--- src/rtl/continuous_monitoring_system_pkg.sv ---
// Shared constants and types for the continuous monitoring system slice.
//
// Contents:
//   AXI_DATA_WIDTH       - width of one wide trace item produced by the monitor
//   DOWNSIZER_OUT_WIDTH  - narrow beat width fed to the DMA FIFO
//   DOWNSIZER_BEATS      - narrow beats per full wide item
//   downsizer_state_t    - FSM state encoding of cms_axis_downsizer
package continuous_monitoring_system_pkg;

    localparam int AXI_DATA_WIDTH      = 1024;
    localparam int DOWNSIZER_OUT_WIDTH = 64;
    localparam int DOWNSIZER_BEATS     = AXI_DATA_WIDTH / DOWNSIZER_OUT_WIDTH;

    typedef enum logic {
        IDLE = 1'b0,
        SEND = 1'b1
    } downsizer_state_t;

endpackage

--- src/rtl/cms_axis_downsizer.sv ---
// AXI-Stream width down-converter.
//
// Takes one wide item per slave handshake and replays it as L narrow beats,
// least-significant slice first. L is sampled from active_beats when the item
// is accepted (0 or anything above BEATS selects BEATS). The item tlast is
// moved onto the last emitted beat. A new item can be taken on the same edge
// as the final beat of the previous one, so back-to-back items flow with no
// bubble.
//
// Optional feature macro: CMS_DOWNSIZER_STATS_EN adds item/stall counters.
//
// Ports:
//   clk, rst_n                      - clock, synchronous active-low reset
//   S_AXIS_tvalid/tready/tdata/tlast - wide slave stream (IN_WIDTH)
//   M_AXIS_tvalid/tready/tdata/tlast - narrow master stream (OUT_WIDTH)
//   active_beats                    - beats per item, sampled at acceptance
//   item_count, stall_count         - stats (macro only)
module cms_axis_downsizer
    import continuous_monitoring_system_pkg::*;
#(
    parameter int  IN_WIDTH  = AXI_DATA_WIDTH,
    parameter int  OUT_WIDTH = DOWNSIZER_OUT_WIDTH,
    localparam int BEATS     = IN_WIDTH / OUT_WIDTH,
    localparam int AB_W      = $clog2(BEATS) + 1
) (
    input  logic                 clk,
    input  logic                 rst_n,
    input  logic                 S_AXIS_tvalid,
    output logic                 S_AXIS_tready,
    input  logic [IN_WIDTH-1:0]  S_AXIS_tdata,
    input  logic                 S_AXIS_tlast,
    output logic                 M_AXIS_tvalid,
    input  logic                 M_AXIS_tready,
    output logic [OUT_WIDTH-1:0] M_AXIS_tdata,
    output logic                 M_AXIS_tlast,
    input  logic [AB_W-1:0]      active_beats
`ifdef CMS_DOWNSIZER_STATS_EN
    ,
    output logic [31:0]          item_count,
    output logic [31:0]          stall_count
`endif
);

    localparam int IDX_W = $clog2(BEATS);

    downsizer_state_t     state_reg, state_next;
    logic [IN_WIDTH-1:0]  hold_reg;
    logic                 tlast_reg;
    logic [AB_W-1:0]      k_reg;
    logic [AB_W-1:0]      lim_reg;

    logic                 last_beat;
    logic                 beat_done;
    logic                 load_item;
    logic [AB_W-1:0]      lim_sel;
    logic [OUT_WIDTH-1:0] slice_arr [BEATS];

    // Split the holding register into beat-sized slices; slice 0 is the LSBs.
    genvar gi;
    generate
        for (gi = 0; gi < BEATS; gi++) begin : g_slice
            assign slice_arr[gi] = hold_reg[gi*OUT_WIDTH +: OUT_WIDTH];
        end
    endgenerate

    // lim_reg is only meaningful in SEND, where it is always in 1..BEATS.
    assign last_beat = (k_reg == lim_reg - AB_W'(1));
    assign beat_done = (state_reg == SEND) && M_AXIS_tready;
    assign load_item = S_AXIS_tready && S_AXIS_tvalid;

    // Out-of-range beat counts (0 or above BEATS) fall back to a full item.
    assign lim_sel = ((active_beats == '0) || (active_beats > AB_W'(BEATS)))
                   ? AB_W'(BEATS) : active_beats;

    // FSM state register
    always_ff @(posedge clk) begin
        if (!rst_n) begin
            state_reg <= IDLE;
        end else begin
            state_reg <= state_next;
        end
    end

    // FSM next-state logic
    always_comb begin
        state_next = state_reg;
        case (state_reg)
            IDLE: begin
                if (S_AXIS_tvalid) begin
                    state_next = SEND;
                end
            end
            SEND: begin
                if (M_AXIS_tready && last_beat) begin
                    state_next = S_AXIS_tvalid ? SEND : IDLE;
                end
            end
            default: state_next = IDLE;
        endcase
    end

    // FSM outputs. tready is combinational from M_AXIS_tready so the next
    // item lands on the same edge as the final beat; it is held low in reset.
    always_comb begin
        M_AXIS_tvalid = 1'b0;
        M_AXIS_tdata  = '0;
        M_AXIS_tlast  = 1'b0;
        S_AXIS_tready = 1'b0;
        case (state_reg)
            IDLE: begin
                S_AXIS_tready = rst_n;
            end
            SEND: begin
                M_AXIS_tvalid = 1'b1;
                M_AXIS_tdata  = slice_arr[k_reg[IDX_W-1:0]];
                M_AXIS_tlast  = tlast_reg && last_beat;
                S_AXIS_tready = rst_n && last_beat && M_AXIS_tready;
            end
            default: ;
        endcase
    end

    // Holding register, beat index and beat limit
    always_ff @(posedge clk) begin
        if (!rst_n) begin
            hold_reg  <= '0;
            tlast_reg <= 1'b0;
            k_reg     <= '0;
            lim_reg   <= '0;
        end else if (load_item) begin
            hold_reg  <= S_AXIS_tdata;
            tlast_reg <= S_AXIS_tlast;
            k_reg     <= '0;
            lim_reg   <= lim_sel;
        end else if (beat_done && !last_beat) begin
            k_reg     <= k_reg + AB_W'(1);
        end
    end

`ifdef CMS_DOWNSIZER_STATS_EN
    logic [31:0] item_count_reg;
    logic [31:0] stall_count_reg;

    always_ff @(posedge clk) begin
        if (!rst_n) begin
            item_count_reg  <= '0;
            stall_count_reg <= '0;
        end else begin
            if (beat_done && last_beat) begin
                item_count_reg <= item_count_reg + 32'd1;
            end
            if (M_AXIS_tvalid && !M_AXIS_tready) begin
                stall_count_reg <= stall_count_reg + 32'd1;
            end
        end
    end

    assign item_count  = item_count_reg;
    assign stall_count = stall_count_reg;
`endif

endmodule

--- config.mk ---
export PLATFORM = sky130hd
export DESIGN_NAME = cms_axis_downsizer
export DESIGN_NICKNAME = d
export VERILOG_FILES = /design/src/rtl/continuous_monitoring_system_pkg.sv /design/src/rtl/cms_axis_downsizer.sv
export SDC_FILE = /design/constraint.sdc
export NUM_CORES = 2
export LEC_CHECK = 0
export CAP_MARGIN = 20
export CORE_AREA = 5 5 423 425
export DETAILED_ROUTE_END_ITERATION = 8
export DIE_AREA = 0 0 428 430
export GPL_ROUTABILITY_DRIVEN = 0
export PLACE_DENSITY = 0.53
export SYNTH_ARGS = -nofsm -noshare
export SYNTH_HDL_FRONTEND = slang
export SYNTH_SLANG_ARGS = --single-unit
--- constraint.sdc ---
create_clock -name clk -period 4 [get_ports clk]
set_clock_uncertainty 0.1 [all_clocks]
set_input_delay 0.8 -clock clk [delete_from_list [all_inputs] [get_ports clk]]
set_output_delay 0.8 -clock clk [all_outputs]
set_load 0.02 [all_outputs]
Figure 1. Routing congestion.
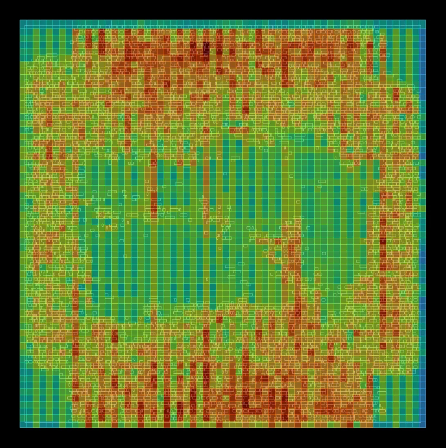
met3 GRT Util: 0.03406
met2 usage: 0.3474

==> Changelog: implementation <==
## Flow update

* Worst min path class: register to register
* Layout cells sized above 1 at 0.1305
* Max layer used: met5
* Synth warn at 0
* Cell type with the highest aggregate area in the netlist: dfxtp_1
* Fin cells at 8587
* Largest register FFs at 1024
* P_seq at 11.4 mW
* Met1 Resource Use GR at 0.2923
* Crit Path Max Fanout at 5
* Post-synth EDFFs at 0
* Vias in the first global route at 40550
* Pre-Place Util at 0.2802
* Seq/Total Area, Yosys at 0.4231
* Max transition margin at 0.3887
* Post-synth regs at 1036
* IR drop worst, VDD at 0.3773 mV
* Worst slack, placed at 183.3 ps
* Area delta synth->final at 39.10%
* Sink Count at 1036
* # fillers at 17530
* Required time of the critical path at 3100 ps
* Status: complete, no violations
* Drt first-iter violations at 3661
* Worst path max stage delay at 540 ps
* Synth top area share at 0.4231
* CP startpoint kind: register
* Power density cells at 396.4 nW/µm²
* Pwr Total at 27.03 mW
* Average vias per placed instance at 4.779
* XORs/XNORs by Area at 0.0008933
* Top cells by count, synth: 2122 x nand2_1, 1094 x mux2i_1, 1036 x dfxtp_1
* Final net count at 7136
* CP Capture Type: primary output
* Final setup violation count at 0
* Die Y-Extent at 430 µm
* Yosys top cell by instances: nand2_1
* CTS tree: done
* Core area at 175000 µm²
* Dominant logic cell type in the layout: nand2_1
* Reg clk slew, reported paths at 60 ps
* Num rows at 154
* Top pwr grp: the clock network
* Sw frac at 0.2607
* Dpl cell area at 62610 µm²
* Dpl cells at 8256
* Final hold slack at 355.6 ps
* Floorplan net count at 6166
* Postcts setup bufs at 34
* CP Cell Sequence: buf_12 > buf_12 > bufbuf_16 > mux4_2 > mux2_4 > o211a_1 > buf_4
* M1 WL at 93940 µm
* Metal2 WL at 98700 µm
* Crit path DAT at 3090 ps
Figure 2. Sequential cells grouped by signal name.
The bar under the picture is 100 µm long. Other sequential cells in the stronger gray, the rest of the logic in the fainter gray.
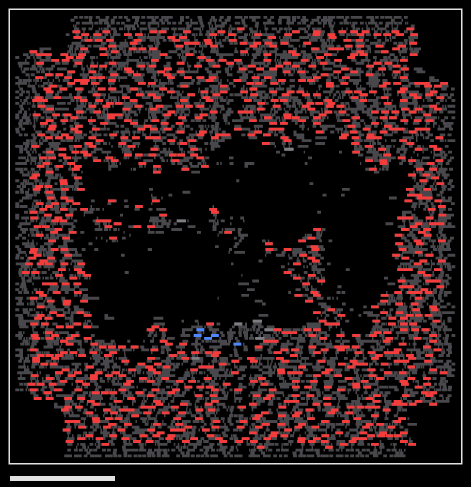
red -> hold_reg  # flops 1024, where all over the die
blue -> lim_reg  # flops 5, where bottom center
not colored = 7

==> layout make-up <==
class | count | area, µm² | area share
diodes | 47 | 117.6 | 0.001725
clock buffers | 180 | 3630 | 0.05323
clock inverters | 44 | 566.8 | 0.008312
inverters | 4 | 15.01 | 0.0002202
multi-input cells | 3648 | 26750 | 0.3922
flip-flops and latches | 1036 | 20760 | 0.3044
well taps | 2340 | 2928 | 0.04294
repair buffers | 1288 | 13430 | 0.1969
==> worst paths after layout <==
kind | startpoint | endpoint | slack (ps) | cells past startpoint
min | hold_reg[699] | hold_reg[699] | 360 | 2
max reg2reg | lim_reg[0] | hold_reg[376] | 740 | 11
max | k_reg[0] | M_AXIS_tdata[32] | 10 | 7
min reg2reg | hold_reg[699] | hold_reg[699] | 360 | 2
No activity file was given, so power comes from the tool's default toggle rates.
